**Clock distribution**

(3 px per µm)
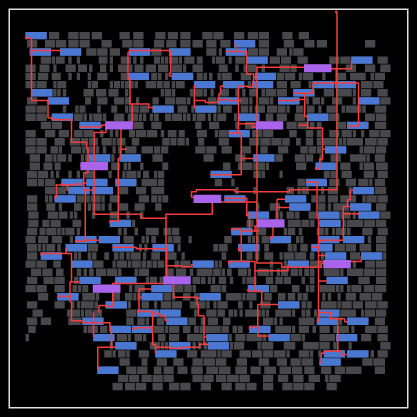
**Cell density map**

(3 px per µm) 13 x 13 tiles, from dark blue (low) to red (high), 0 to 100% covered.
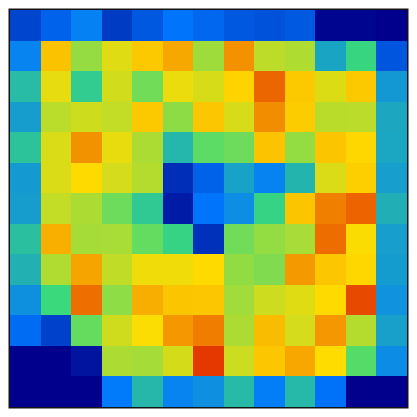
**Nets reached from selected ports**

(2 px per µm)
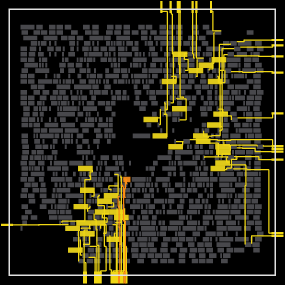
**The metal 4 layer**

(3 px per µm) Supply wires on this layer in gray.
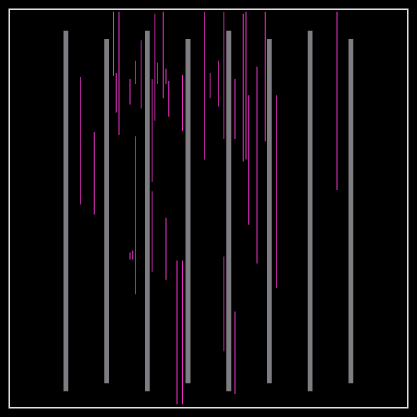
**Routing congestion map**

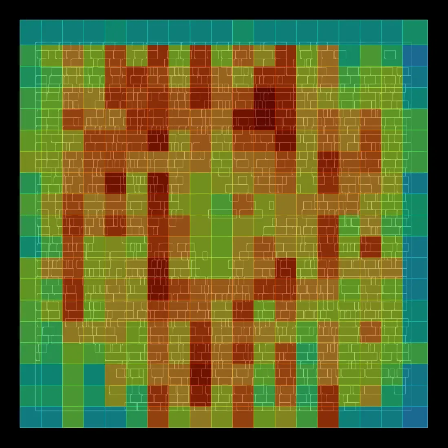
`config.mk`:
```
export PLATFORM = sky130hd
export DESIGN_NAME = div_arbiter
export DESIGN_NICKNAME = d
export VERILOG_FILES = /design/src/rtl/div_arbiter.sv
export SDC_FILE = /design/constraint.sdc
export NUM_CORES = 1
export LEC_CHECK = 0
export CORE_MARGIN = 5
export CORE_UTILIZATION = 40
export DETAILED_ROUTE_END_ITERATION = 8
export GPL_TIMING_DRIVEN = 0
export PLACE_DENSITY = 0.82
export SLEW_MARGIN = 15
export SYNTH_ARGS = -nofsm -noshare
export SYNTH_HDL_FRONTEND = slang
export SYNTH_SLANG_ARGS = --single-unit
export TNS_END_PERCENT = 50
```
`constraint.sdc`:
```
create_clock -name clk -period 6.9 [get_ports clk]
set_input_delay 1.38 -clock clk [delete_from_list [all_inputs] [get_ports clk]]
set_output_delay 1.38 -clock clk [all_outputs]
set_load 0.05 [all_outputs]
```
`src/rtl/div_arbiter.sv`:
```
// div_arbiter: shares one DivisorUnit among NREQ requesters.
// Grants go round-robin, and only one operation is in flight at a time.
// Divide-by-zero and signed overflow are answered here without starting the divider.
// Optional build macro DIV_REUSE_EN keeps the last divider-computed result.
// A matching {dividend, divisor, usigned} request is then answered from that
// cached result without a new divider pass.
//
// state  | meaning
// -------+-----------------------------------------------------------
// IDLE   | arbitrating; req_ready asserted for the granted requester
// ISSUE  | single-cycle div_valid start pulse to the divider
// WAIT   | divider busy; operands held until div_res_ready
// RESP   | rsp_valid asserted; result held until rsp_ready
module div_arbiter #(
  parameter int parallelism = 32,
  parameter int NREQ        = 2,
  parameter int IDW         = 2
) (
  input  logic                          clk,
  input  logic                          rst,
  input  logic [NREQ-1:0]               req_valid,
  output logic [NREQ-1:0]               req_ready,
  input  logic [NREQ-1:0]               req_usigned,
  input  logic [NREQ-1:0]               req_rem,
  input  logic [NREQ*parallelism-1:0]   req_dividend,
  input  logic [NREQ*parallelism-1:0]   req_divisor,
  output logic                          rsp_valid,
  input  logic                          rsp_ready,
  output logic [IDW-1:0]                rsp_id,
  output logic [parallelism-1:0]        rsp_data,
  output logic                          rsp_divzero,
  output logic                          rsp_overflow,
  output logic                          div_valid,
  output logic                          div_usigned,
  output logic [parallelism-1:0]        div_dividend,
  output logic [parallelism-1:0]        div_divisor,
  input  logic [parallelism-1:0]        div_quotient,
  input  logic [parallelism-1:0]        div_reminder,
  input  logic                          div_res_ready
);

  localparam logic [parallelism-1:0] MIN_NEG = {1'b1, {(parallelism-1){1'b0}}};

  typedef enum logic [1:0] {S_IDLE, S_ISSUE, S_WAIT, S_RESP} state_t;

  state_t                   state_q, state_d;
  logic [IDW-1:0]           rr_ptr_q, rr_ptr_d;
  logic [parallelism-1:0]   op_dividend_q, op_dividend_d;
  logic [parallelism-1:0]   op_divisor_q, op_divisor_d;
  logic                     op_usigned_q, op_usigned_d;
  logic                     op_rem_q, op_rem_d;
  logic [IDW-1:0]           rsp_id_q, rsp_id_d;
  logic [parallelism-1:0]   rsp_data_q, rsp_data_d;
  logic                     rsp_divzero_q, rsp_divzero_d;
  logic                     rsp_overflow_q, rsp_overflow_d;

  logic                     gnt_found;
  logic [IDW-1:0]           gnt_idx;
  logic [parallelism-1:0]   sel_dividend, sel_divisor;
  logic                     sel_usigned, sel_rem;
  logic                     cache_hit;

`ifdef DIV_REUSE_EN
  logic                     cache_vld_q, cache_vld_d;
  logic [parallelism-1:0]   cache_dividend_q, cache_dividend_d;
  logic [parallelism-1:0]   cache_divisor_q, cache_divisor_d;
  logic                     cache_usigned_q, cache_usigned_d;
  logic [parallelism-1:0]   cache_quo_q, cache_quo_d;
  logic [parallelism-1:0]   cache_rem_q, cache_rem_d;

  assign cache_hit = cache_vld_q && (sel_dividend == cache_dividend_q) &&
                     (sel_divisor == cache_divisor_q) && (sel_usigned == cache_usigned_q);
`else
  assign cache_hit = 1'b0;
`endif

  // Round-robin pick: first valid requester at or after rr_ptr, wrapping.
  always_comb begin
    gnt_found = 1'b0;
    gnt_idx   = '0;
    for (int k = 0; k < NREQ; k++) begin
      for (int i = 0; i < NREQ; i++) begin
        if (!gnt_found && req_valid[i] && (((int'(rr_ptr_q) + k) % NREQ) == i)) begin
          gnt_found = 1'b1;
          gnt_idx   = IDW'(i);
        end
      end
    end
  end

  // Operand mux for the granted requester.
  always_comb begin
    sel_dividend = '0;
    sel_divisor  = '0;
    sel_usigned  = 1'b0;
    sel_rem      = 1'b0;
    for (int i = 0; i < NREQ; i++) begin
      if (gnt_idx == IDW'(i)) begin
        sel_dividend = req_dividend[i*parallelism +: parallelism];
        sel_divisor  = req_divisor[i*parallelism +: parallelism];
        sel_usigned  = req_usigned[i];
        sel_rem      = req_rem[i];
      end
    end
  end

  // Accept strobe is one-hot on the grant; held low during reset and outside IDLE.
  always_comb begin
    req_ready = '0;
    for (int i = 0; i < NREQ; i++) begin
      req_ready[i] = !rst && (state_q == S_IDLE) && gnt_found && (gnt_idx == IDW'(i));
    end
  end

  // Next-state and holding-register updates.
  always_comb begin
    state_d        = state_q;
    rr_ptr_d       = rr_ptr_q;
    op_dividend_d  = op_dividend_q;
    op_divisor_d   = op_divisor_q;
    op_usigned_d   = op_usigned_q;
    op_rem_d       = op_rem_q;
    rsp_id_d       = rsp_id_q;
    rsp_data_d     = rsp_data_q;
    rsp_divzero_d  = rsp_divzero_q;
    rsp_overflow_d = rsp_overflow_q;
`ifdef DIV_REUSE_EN
    cache_vld_d      = cache_vld_q;
    cache_dividend_d = cache_dividend_q;
    cache_divisor_d  = cache_divisor_q;
    cache_usigned_d  = cache_usigned_q;
    cache_quo_d      = cache_quo_q;
    cache_rem_d      = cache_rem_q;
`endif
    case (state_q)
      S_IDLE: begin
        if (gnt_found) begin
          op_dividend_d  = sel_dividend;
          op_divisor_d   = sel_divisor;
          op_usigned_d   = sel_usigned;
          op_rem_d       = sel_rem;
          rsp_id_d       = gnt_idx;
          rr_ptr_d       = (gnt_idx == IDW'(NREQ-1)) ? '0 : gnt_idx + IDW'(1);
          rsp_divzero_d  = 1'b0;
          rsp_overflow_d = 1'b0;
          if (sel_divisor == '0) begin
            rsp_divzero_d = 1'b1;
            rsp_data_d    = sel_rem ? sel_dividend : '1;
            state_d       = S_RESP;
          end else if (!sel_usigned && (sel_dividend == MIN_NEG) && (sel_divisor == '1)) begin
            rsp_overflow_d = 1'b1;
            rsp_data_d     = sel_rem ? '0 : sel_dividend;
            state_d        = S_RESP;
          end else if (cache_hit) begin
`ifdef DIV_REUSE_EN
            rsp_data_d = sel_rem ? cache_rem_q : cache_quo_q;
`endif
            state_d    = S_RESP;
          end else begin
            state_d = S_ISSUE;
          end
        end
      end
      S_ISSUE: state_d = S_WAIT;
      S_WAIT: begin
        if (div_res_ready) begin
          rsp_data_d = op_rem_q ? div_reminder : div_quotient;
          state_d    = S_RESP;
`ifdef DIV_REUSE_EN
          cache_vld_d      = 1'b1;
          cache_dividend_d = op_dividend_q;
          cache_divisor_d  = op_divisor_q;
          cache_usigned_d  = op_usigned_q;
          cache_quo_d      = div_quotient;
          cache_rem_d      = div_reminder;
`endif
        end
      end
      S_RESP: begin
        if (rsp_ready) state_d = S_IDLE;
      end
      default: state_d = S_IDLE;
    endcase
  end

  // State and holding registers; reset drops any operation in flight.
  always_ff @(posedge clk) begin
    if (rst) begin
      state_q        <= S_IDLE;
      rr_ptr_q       <= '0;
      op_dividend_q  <= '0;
      op_divisor_q   <= '0;
      op_usigned_q   <= 1'b0;
      op_rem_q       <= 1'b0;
      rsp_id_q       <= '0;
      rsp_data_q     <= '0;
      rsp_divzero_q  <= 1'b0;
      rsp_overflow_q <= 1'b0;
`ifdef DIV_REUSE_EN
      cache_vld_q      <= 1'b0;
      cache_dividend_q <= '0;
      cache_divisor_q  <= '0;
      cache_usigned_q  <= 1'b0;
      cache_quo_q      <= '0;
      cache_rem_q      <= '0;
`endif
    end else begin
      state_q        <= state_d;
      rr_ptr_q       <= rr_ptr_d;
      op_dividend_q  <= op_dividend_d;
      op_divisor_q   <= op_divisor_d;
      op_usigned_q   <= op_usigned_d;
      op_rem_q       <= op_rem_d;
      rsp_id_q       <= rsp_id_d;
      rsp_data_q     <= rsp_data_d;
      rsp_divzero_q  <= rsp_divzero_d;
      rsp_overflow_q <= rsp_overflow_d;
`ifdef DIV_REUSE_EN
      cache_vld_q      <= cache_vld_d;
      cache_dividend_q <= cache_dividend_d;
      cache_divisor_q  <= cache_divisor_d;
      cache_usigned_q  <= cache_usigned_d;
      cache_quo_q      <= cache_quo_d;
      cache_rem_q      <= cache_rem_d;
`endif
    end
  end

  assign rsp_valid    = (state_q == S_RESP);
  assign rsp_id       = rsp_id_q;
  assign rsp_data     = rsp_data_q;
  assign rsp_divzero  = rsp_divzero_q;
  assign rsp_overflow = rsp_overflow_q;
  assign div_valid    = (state_q == S_ISSUE);
  assign div_usigned  = op_usigned_q;
  assign div_dividend = op_dividend_q;
  assign div_divisor  = op_divisor_q;

endmodule
```
==> summary.json <==
{
  "clock_power": {"value": 0.516, "unit": "mW"},
  "die_h": {"value": 132, "unit": "µm"},
  "synth.lib_cells_used.distinct": {"value": 45},
  "rsz0062_at_grt": {"value": "no"},
  "max-vdd-ir-drop": {"value": 0.000232, "unit": "V"},
  "fp-utilization": {"value": 0.410},
  "dpl.hpwl": {"value": 22.6, "unit": "mm"},
  "finalWorstPathRequiredPeriod": {"value": 5.75, "unit": "ns"},
  "synthTopCellsByArea": {"value": "sky130_fd_sc_hd__dfxtp_1 35%, sky130_fd_sc_hd__a221oi_2 7.3%, sky130_fd_sc_hd__nand2_1 6.8%"},
  "yosys-stat-cells": {"value": 715},
  "clock_tree.buffer_depth": {"value": 2},
  "critical_path_sink": {"value": "req_ready[1]"},
  "grt_pass1_vias": {"value": 7038},
  "layout.cells.most_common_list": {"value": "303 x sky130_fd_sc_hd__clkdlybuf4s50_1, 108 x sky130_fd_sc_hd__nand2_1, 104 x sky130_fd_sc_hd__dfxtp_1"},
  "switching_power": {"value": 2.23, "unit": "mW"},
  "most_common_cell": {"value": "sky130_fd_sc_hd__nand2_1"},
  "cts.root.buffer_cell": {"value": "sky130_fd_sc_hd__clkbuf_16"},
  "fp.dieArea": {"value": 17500, "unit": "µm²"},
  "detailedRoute.firstIterationViolations": {"value": 700},
  "dpl-instance-area": {"value": 9250, "unit": "µm²"},
  "most_common_cell_after_layout_fill_and_taps_aside": {"value": "sky130_fd_sc_hd__clkdlybuf4s50_1"},
  "static-leakage-power": {"value": 3.42, "unit": "nW"},
  "postCtsSetupBuffers": {"value": 0},
  "detail_route.wirelength": {"value": 27.6, "unit": "mm"},
  "first_pass_iters": {"value": 5},
  "area.share.sequential": {"value": 0.218},
  "n_sequential_cell": {"value": 104},
  "edf_count": {"value": 0},
  "comb-power": {"value": 2.79, "unit": "mW"},
  "timing.slew.headroom": {"value": 0.319},
  "cell_area_synth": {"value": 5980, "unit": "µm²"},
  "sink_count_of_the_clock_tree": {"value": 104},
  "comb-cell-share": {"value": 0.365},
  "finish.instance_area": {"value": 9540, "unit": "µm²"},
  "synth_seq_share": {"value": 0.348},
  "run_status": {"value": "finished, final reports clean"},
  "min_from": {"value": "rsp_data[22]"},
  "final-nonclk-buf-share": {"value": 0.347},
  "seq_power": {"value": 0.986, "unit": "mW"},
  "io_buffer_count": {"value": 303},
  "antenna_found_initial": {"value": 0},
  "postSynthAreaPerCell": {"value": 8.37, "unit": "µm²"},
  "setup.worst_path.end_class": {"value": "output pin"},
  "timing.critical_path.fanout_max": {"value": 10},
  "max-cap-violations": {"value": 0},
  "top_cells_by_count": {"value": "108 x sky130_fd_sc_hd__nand2_1, 104 x sky130_fd_sc_hd__dfxtp_1, 75 x sky130_fd_sc_hd__nor2_1, 58 x sky130_fd_sc_hd__clkbuf_1, 37 x sky130_fd_sc_hd__inv_1"},
  "timing.critical_path.arrival": {"value": 4.37, "unit": "ns"},
  "antenna-diode-count": {"value": 0},
  "post_cts_hold_buffer_count": {"value": 0},
  "finish.net_count": {"value": 1235},
  "synth_warnings": {"value": 0},
  "final_cell_count_without_fillers": {"value": 1218},
  "nonClockInverterCount": {"value": 37}
}
-- 'clock distribution' (at the start) --
- red: clock wires (length 1400 µm)
- blue: flip-flops (count 104)
- purple: cells driving clock nets (count 9)
- flops lie: widely spread
part of the total power dissipated in the clock network: 0.120
final clock skew: 0.00887 ns
source-to-sink clock delay at the later pin of the worst-skew pair: 0.36 ns

-- 'cell density map' (at the start) --
- emptiest ninth of the die: south-west
- tiles over 75% full: 25%
- fullest tile: 94%
- nearly empty tiles: 5.9%

-- 'nets reached from selected ports' (at the start) --
- orange: `req_rem` (direction input; end cells 1; buffers 2; wire 102 µm)
- yellow: `div_dividend` (direction output; end cells 32; buffers 32; wire 1420 µm)

-- 'the metal 4 layer' (at the start) --
- share of all routed wire: 3.9%
- main direction: vertical

-- 'routing congestion map' (at the start) --
global route hottest layer: met2
average wire length per cell after detail routing: 22.7 µm
GR Util met3: 0.0702
Overall Global Routing Usage: 0.297

-- per-stage QoR --
| step | total power [mW] | setup WS (ns) |
|---|---|---|
| after floorplan | 2.82 | 2.24 |
| after global placement | 3.73 | 1.23 |
| after detailed placement | 3.76 | 1.20 |
| after CTS | 4.28 | 1.18 |
| after global routing | 4.48 | 0.944 |
| final | 4.29 | 1.15 |
-- routing by layer --
layer,global-route usage,part of all wire,vias to the layer above
met5,0,0,-
met2,0.496,0.47,426
met3,0.0702,0.097,77
met4,0.110,0.039,0
li1,-,-,3288
met1,0.373,0.39,3356
-- critical path: stages --
cell and delay, ns:
sky130_fd_sc_hd__clkdlybuf4s50_1 0.46, sky130_fd_sc_hd__nand2b_1 0.23, sky130_fd_sc_hd__and2_0 0.29, sky130_fd_sc_hd__clkbuf_1 0.45
sky130_fd_sc_hd__clkbuf_1 0.45, sky130_fd_sc_hd__nand2_1 0.14, sky130_fd_sc_hd__nor2_1 0.13, sky130_fd_sc_hd__clkdlybuf4s50_1 0.82
-- worst min path at each step --
stage | slack, ns | endpoint | cells after the start
floorplan | 0.44 | rr_ptr_q[0] | 1
global placement | 0.45 | rsp_id[0] | 2
detailed placement | 0.45 | rsp_data[1] | 2
CTS | 0.46 | rsp_data[1] | 2
global route | 0.48 | rsp_data[22] | 2
finish | 0.46 | rsp_data[22] | 2
-- logic make-up after synthesis --
kind of cell	share of synthesized area
AND-OR/OR-AND	0.238
adder cells (fa/ha/maj)	0.00837
buffers and inverters	0.0701
flip-flops	0.348
multiplexers	0.115
other	0.000627
AND/OR/NAND/NOR	0.220
-- sequential cells by signal, indices dropped and copies added (netlist names) --
signal / cells
div_dividend: 32
div_divisor: 32
div_usigned: 1
op_rem_q: 1
rr_ptr_q: 1
rsp_data: 32
rsp_divzero: 1
rsp_id: 1
rsp_overflow: 1
state_q: 2
Power figures rest on the tool's default switching activity, not on a simulated workload.
